===== config.mk =====
export PLATFORM = sky130hd
export DESIGN_NAME = rgb2luma_pipe
export DESIGN_NICKNAME = d
export VERILOG_FILES = /design/src/rtl/rgb2luma_pkg.sv /design/src/rtl/rgb2luma_pipe_core.sv /design/src/rtl/rgb2luma_pipe.sv
export SDC_FILE = /design/constraint.sdc
export NUM_CORES = 1
export LEC_CHECK = 0
export CAP_MARGIN = 40
export CORE_UTILIZATION = 50
export CTS_CLUSTER_DIAMETER = 120
export CTS_CLUSTER_SIZE = 16
export DETAILED_ROUTE_END_ITERATION = 8
export PLACE_DENSITY = 0.79
export SLEW_MARGIN = 20
export SYNTH_ARGS = -nofsm -noshare
export SYNTH_HDL_FRONTEND = slang
export SYNTH_HIERARCHICAL = 1
export SYNTH_SLANG_ARGS = --single-unit

===== constraint.sdc =====
create_clock -name clk -period 13.1 [get_ports clk]
set_input_delay 2.62 -clock clk [delete_from_list [all_inputs] [get_ports clk]]
set_output_delay 2.62 -clock clk [all_outputs]
set_load 0.02 [all_outputs]

===== src/rtl/rgb2luma_pkg.sv =====
// Shared constants and helpers for the RGB->luma converter: mode encodings,
// BT coefficient tables, divide-by-3 reciprocal and saturation.
package rgb2luma_pkg;

    localparam logic [1:0] MODE_AVG = 2'd0;
    localparam logic [1:0] MODE_601 = 2'd1;
    localparam logic [1:0] MODE_709 = 2'd2;
    localparam logic [1:0] MODE_MAX = 2'd3;

    // Rescales an 8-fractional-bit coefficient to cw fractional bits (rounded).
    function automatic int coef_scale(input int k8, input int cw);
        if (cw >= 8)
            return k8 << (cw - 8);
        else
            return (k8 + (1 << (7 - cw))) >> (8 - cw);
    endfunction

    function automatic int kr_coef(input logic [1:0] mode, input int cw);
        return coef_scale((mode == MODE_709) ? 54 : 77, cw);
    endfunction

    function automatic int kb_coef(input logic [1:0] mode, input int cw);
        return coef_scale((mode == MODE_709) ? 19 : 29, cw);
    endfunction

    // Green absorbs the rounding so the three weights always sum to 2^cw.
    function automatic int kg_coef(input logic [1:0] mode, input int cw);
        return (1 << cw) - kr_coef(mode, cw) - kb_coef(mode, cw);
    endfunction

    // Odd shift makes ceil(2^k/3)*3 - 2^k == 1, so the reciprocal is exact
    // for every sum below 2^(dw+2).
    function automatic int sh3(input int dw);
        int k;
        k = dw + 2;
        if ((k % 2) == 0)
            k = k + 1;
        return k;
    endfunction

    function automatic int recip3(input int dw);
        return ((1 << sh3(dw)) + 1) / 3;
    endfunction

    function automatic logic [31:0] clamp_u(input logic [31:0] v, input int dw);
        logic [31:0] lim;
        lim = 32'((1 << dw) - 1);
        return (v > lim) ? lim : v;
    endfunction

endpackage


===== src/rtl/rgb2luma_pipe_core.sv =====
// luma_core: three-stage luma datapath (products, sum, normalise) with a
// per-pixel mode tag travelling alongside the data.
module luma_core
    import rgb2luma_pkg::*;
#(
    parameter int DW = 8,
    parameter int CW = 8
) (
    input  logic          clk,
    input  logic          rst_n,
    input  logic          ce,
    input  logic [1:0]    mode,
    input  logic [DW-1:0] r,
    input  logic [DW-1:0] g,
    input  logic [DW-1:0] b,
    output logic [DW-1:0] y,
    output logic [1:0]    mode_out
);

    localparam int PW = (CW >= 1) ? DW + CW : DW + 1;
    localparam int SW = PW + 2;
    localparam int SH = sh3(DW);
    localparam int MW = SW + SH;

    localparam logic [PW-1:0] KR601 = PW'(kr_coef(MODE_601, CW));
    localparam logic [PW-1:0] KG601 = PW'(kg_coef(MODE_601, CW));
    localparam logic [PW-1:0] KB601 = PW'(kb_coef(MODE_601, CW));
    localparam logic [PW-1:0] KR709 = PW'(kr_coef(MODE_709, CW));
    localparam logic [PW-1:0] KG709 = PW'(kg_coef(MODE_709, CW));
    localparam logic [PW-1:0] KB709 = PW'(kb_coef(MODE_709, CW));
    localparam logic [SW-1:0] RND   = SW'(1) << (CW - 1);
    localparam logic [MW-1:0] RECIP = MW'(recip3(DW));

    logic [PW-1:0] p0_n, p1_n, p2_n;
    logic [PW-1:0] p0_q, p1_q, p2_q;
    logic [1:0]    m1_q, m2_q, m3_q;
    logic [SW-1:0] s_n, s_q;
    logic [SW-1:0] bt_sh;
    logic [MW-1:0] prod;
    logic [DW-1:0] y_n, y_q;

    always_comb begin
        p0_n = '0;
        p1_n = '0;
        p2_n = '0;
        case (mode)
            MODE_AVG: begin
                p0_n = PW'(r) + PW'(g);
                p1_n = PW'(b);
            end
            MODE_601: begin
                p0_n = PW'(r) * KR601;
                p1_n = PW'(g) * KG601;
                p2_n = PW'(b) * KB601;
            end
            MODE_709: begin
                p0_n = PW'(r) * KR709;
                p1_n = PW'(g) * KG709;
                p2_n = PW'(b) * KB709;
            end
            default: begin
                p0_n = (r > g) ? PW'(r) : PW'(g);
                p1_n = PW'(b);
            end
        endcase
    end

    always_comb begin
        case (m1_q)
            MODE_AVG: s_n = SW'(p0_q) + SW'(p1_q);
            MODE_MAX: s_n = (p0_q > p1_q) ? SW'(p0_q) : SW'(p1_q);
            default:  s_n = SW'(p0_q) + SW'(p1_q) + SW'(p2_q) + RND;
        endcase
    end

    always_comb begin
        prod  = MW'(s_q) * RECIP;
        bt_sh = s_q >> CW;
        case (m2_q)
            MODE_AVG: y_n = DW'(prod >> SH);
            MODE_MAX: y_n = s_q[DW-1:0];
            default:  y_n = DW'(clamp_u(32'(bt_sh), DW));
        endcase
    end

    always_ff @(posedge clk or negedge rst_n) begin
        if (!rst_n) begin
            p0_q <= '0;
            p1_q <= '0;
            p2_q <= '0;
            m1_q <= MODE_AVG;
            s_q  <= '0;
            m2_q <= MODE_AVG;
            y_q  <= '0;
            m3_q <= MODE_AVG;
        end else if (ce) begin
            p0_q <= p0_n;
            p1_q <= p1_n;
            p2_q <= p2_n;
            m1_q <= mode;
            s_q  <= s_n;
            m2_q <= m1_q;
            y_q  <= y_n;
            m3_q <= m2_q;
        end
    end

    assign y        = y_q;
    assign mode_out = m3_q;

endmodule


===== src/rtl/rgb2luma_pipe.sv =====
// RGB->luma front end: frame-synchronous mode shadow, luma datapath and
// matching 3-stage delay lines for sync, de and source RGB.
module rgb2luma_pipe
    import rgb2luma_pkg::*;
#(
    parameter int   DW     = 8,
    parameter logic VS_POL = 1'b1,
    parameter int   CW     = 8
) (
    input  logic            clk,
    input  logic            rst_n,
    input  logic            ce,
    input  logic [1:0]      cfg_mode,
    input  logic [DW-1:0]   r,
    input  logic [DW-1:0]   g,
    input  logic [DW-1:0]   b,
    input  logic            vsync,
    input  logic            hsync,
    input  logic            de,
    output logic            y_vsync,
    output logic            y_hsync,
    output logic            y_de,
    output logic [DW-1:0]   y,
    output logic [3*DW-1:0] rgb_out,
    output logic [1:0]      mode_act
);

    // Flow control: ce is a global stall, not a handshake. With ce low every
    // register (datapath, delay lines, shadow, edge detector) holds its value.
    logic            vs_d;
    logic [1:0]      mode_sh;
    logic [1:0]      cur_mode;
    logic            frame_start;
    logic [2:0]      vs_pipe, hs_pipe, de_pipe;
    logic [3*DW-1:0] rgb_pipe [3];

    assign frame_start = (vsync == VS_POL) && (vs_d != VS_POL);
    // The frame-start pixel itself already uses the newly requested mode.
    assign cur_mode    = frame_start ? cfg_mode : mode_sh;

    always_ff @(posedge clk or negedge rst_n) begin
        if (!rst_n) begin
            vs_d    <= 1'b0;
            mode_sh <= MODE_AVG;
        end else if (ce) begin
            vs_d <= vsync;
            if (frame_start)
                mode_sh <= cfg_mode;
        end
    end

    always_ff @(posedge clk or negedge rst_n) begin
        if (!rst_n) begin
            vs_pipe  <= '0;
            hs_pipe  <= '0;
            de_pipe  <= '0;
            rgb_pipe <= '{default: '0};
        end else if (ce) begin
            vs_pipe     <= {vs_pipe[1:0], vsync};
            hs_pipe     <= {hs_pipe[1:0], hsync};
            de_pipe     <= {de_pipe[1:0], de};
            rgb_pipe[0] <= {r, g, b};
            rgb_pipe[1] <= rgb_pipe[0];
            rgb_pipe[2] <= rgb_pipe[1];
        end
    end

    luma_core #(
        .DW (DW),
        .CW (CW)
    ) u_core (
        .clk      (clk),
        .rst_n    (rst_n),
        .ce       (ce),
        .mode     (cur_mode),
        .r        (r),
        .g        (g),
        .b        (b),
        .y        (y),
        .mode_out (mode_act)
    );

    assign y_vsync = vs_pipe[2];
    assign y_hsync = hs_pipe[2];
    assign y_de    = de_pipe[2];
    assign rgb_out = rgb_pipe[2];

endmodule


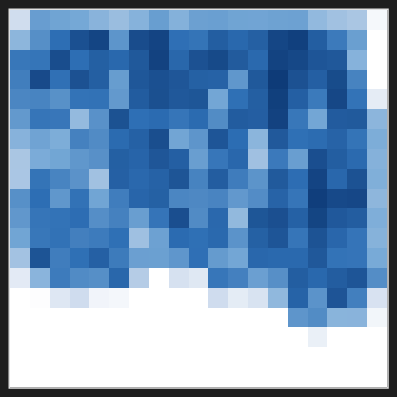
Fig. 1. Placement density heat map.
Scale: 2 px per um. The die is cut into 19 by 19 equal tiles; white is low, dark blue is high, 0 to 100% covered.
The fullest tile reaches 96%. 22% of the tiles are nearly empty. The emptiest ninth of the die: bottom middle. The mean over all tiles is 52%.
fp_density: 51.4%
Core Area: 33,900 um^2
fin util: 55.9%

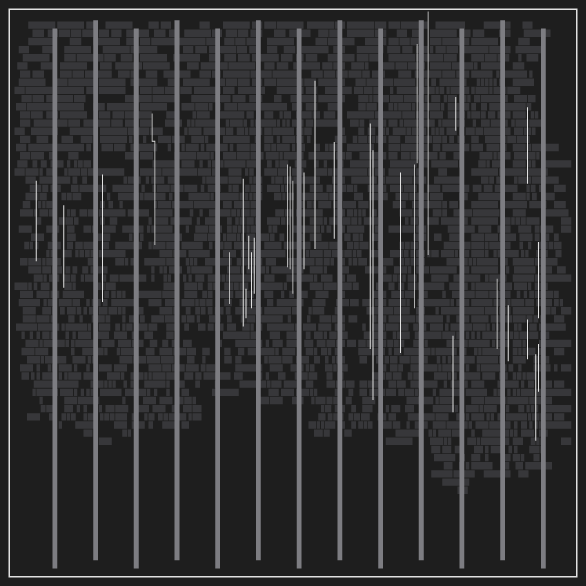
Fig. 2. Metal 4.
Scale: 3 px per um. Supply wires on this layer in gray.
The layer holds 2.5% of the routed length. The wires run mostly vertical.
via count: 13,100
final wirelength: 42,100 um

==> impl_metrics.ini <==
; synthesis and place-and-route metrics
[setup_path]
r2r_cells = 19
crit_start = g[4]

[placed_design]
hpwl_um = 32900

[worst_hold_path]
hp-start = u_core/y[3]

[cells_and_area]
drive_gt1_share_pct = 8.18
area_growth_syn_to_layout_pct = 8.70
layout.nets = 2270
final_common_cell = inv_1

[synthesis]
synth_top_area_share_pct = 22.8
syn_area_um2 = 17400
yosysUniqueCellTypes = 72
fp_nets = 2245
async_flop_share_pct = 100
synth.avg_cell_area_um2 = 9.63

[final_timing]
finalCriticalPeriod_ns = 6.99
fmax_ghz = 0.143
slew_violations = 0

[clocking]
hold_buffers = 0
cts_buffers = 17
cts_setup_buffers = 0
h-tree-depth = 4

[routing]
remaining_drc_errors = 0
drt-met1-wl_um = 18500

[flow_run]
warnings = 61
cap_violations = 0

[status]
status = finished clean

[floorplanning]
die_w_um = 189
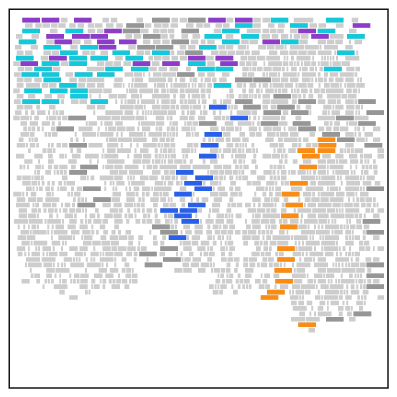
Fig. 3. Sequential cells grouped by signal name.
Scale: 2 px per um. Other sequential cells in the stronger gray, the rest of the logic in the fainter gray.
rgb_pipe: marked cyan, placed flops 48, where a horizontal strip, top. u_core/p1_q: marked blue, placed flops 16, where middle. rgb_out: marked purple, placed flops 24. u_core/s_q: marked orange, placed flops 18, where right middle.
Another 53 sequential cells are not colored.
Seq area share: 21.0%
Reg area: 3980 um^2

-- synth_stat cells, types with 10 or more instances --
master,number
inv_1,340
clkbuf_1,34
o22ai_1,12
a221oi_1,19
mux2i_1,17
o2bb2ai_1,15
nor3_1,22
a31oi_1,10
a21o_1,25
o21ai_0,71
o211ai_1,14
a21oi_1,71
dfrtp_1,159
a22oi_1,28
xnor2_1,62
a211oi_1,12
o21a_1,11
nand2b_1,19
nor2b_1,19
buf_4,24
fa_1,103
xor2_1,28
mux2_2,95
nand2_1,56
nor2_1,69
nand3_1,21
o21bai_1,11
ha_1,301
-- sequential cells by signal, summed over array words and instances, names as in the netlist --
| name | flops |
|---|---|
| u_core/s_q | 18 |
| rgb_pipe | 48 |
| u_core/p1_q | 16 |
| mode_sh | 2 |
| u_core/y | 8 |
| hs_pipe | 3 |
| u_core/mode_out | 2 |
| u_core/p2_q | 13 |
| u_core/p0_q | 15 |
| u_core/m2_q | 2 |
| vs_pipe | 3 |
| rgb_out | 24 |
| u_core/m1_q | 2 |
| de_pipe | 3 |
-- metal layers --
| metal | up-vias | GRT usage, % |
|---|---|---|
| met1 | 6424 | 31.7 |
| met5 | - | 0 |
| met4 | 0 | 7.72 |
| met2 | 354 | 41.2 |
| met3 | 67 | 2.98 |
| li1 | 6262 | - |
-- final cells by class --
| class | count | area [um^2] |
|---|---|---|
| tap | 448 | 561 |
| multi-input combinational | 1237 | 11700 |
| timing repair buffer | 77 | 783 |
| clock buffer | 17 | 425 |
| inverter | 342 | 1280 |
| fill | 2914 | 14900 |
| clock inverter | 15 | 193 |
| sequential | 159 | 3980 |
-- logic make-up after synthesis --
family	Yosys count	share of synthesized area (%)
buf+inv	413	9.93
fa+ha+maj	404	33.5
compound gates	375	14.9
simple gates	256	7.23
flops	159	22.8
mux	112	7.12
xor+xnor	90	4.53
-- worst max path at each step --
stage	slack, ns	to
after detailed placement	5.85	u_core/p1_q[14]
final	6.11	u_core/p1_q[14]
after floorplan	6.97	u_core/p1_q[14]
after global placement	5.91	u_core/p1_q[15]
after global routing	6.01	u_core/p1_q[14]
after CTS	6.22	u_core/p1_q[14]
-- per-stage QoR --
stage / std cells / hold WS (ns) / area (um^2)
finish: 2295 / 0.491 / 18900
floorplan: 1809 / 0.461 / 17400
CTS: 2294 / 0.494 / 18900
detailed placement: 2262 / 0.474 / 18300
global placement: 2261 / 0.472 / 18300
global route: 2295 / 0.516 / 18900
-- worst reg2reg max path: cells and delay by family, from the launching register on --
| kind | cells | cell delay, ns |
|---|---|---|
| buffers and inverters | 4 | 0.21 |
| AOI/OAI and AO/OA | 3 | 0.77 |
| xor gates and xnor gates | 1 | 0.20 |
| adders and majority gates | 6 | 2.56 |
| and+or+nand+nor | 5 | 0.90 |
| DFF | 1 | 0.50 |
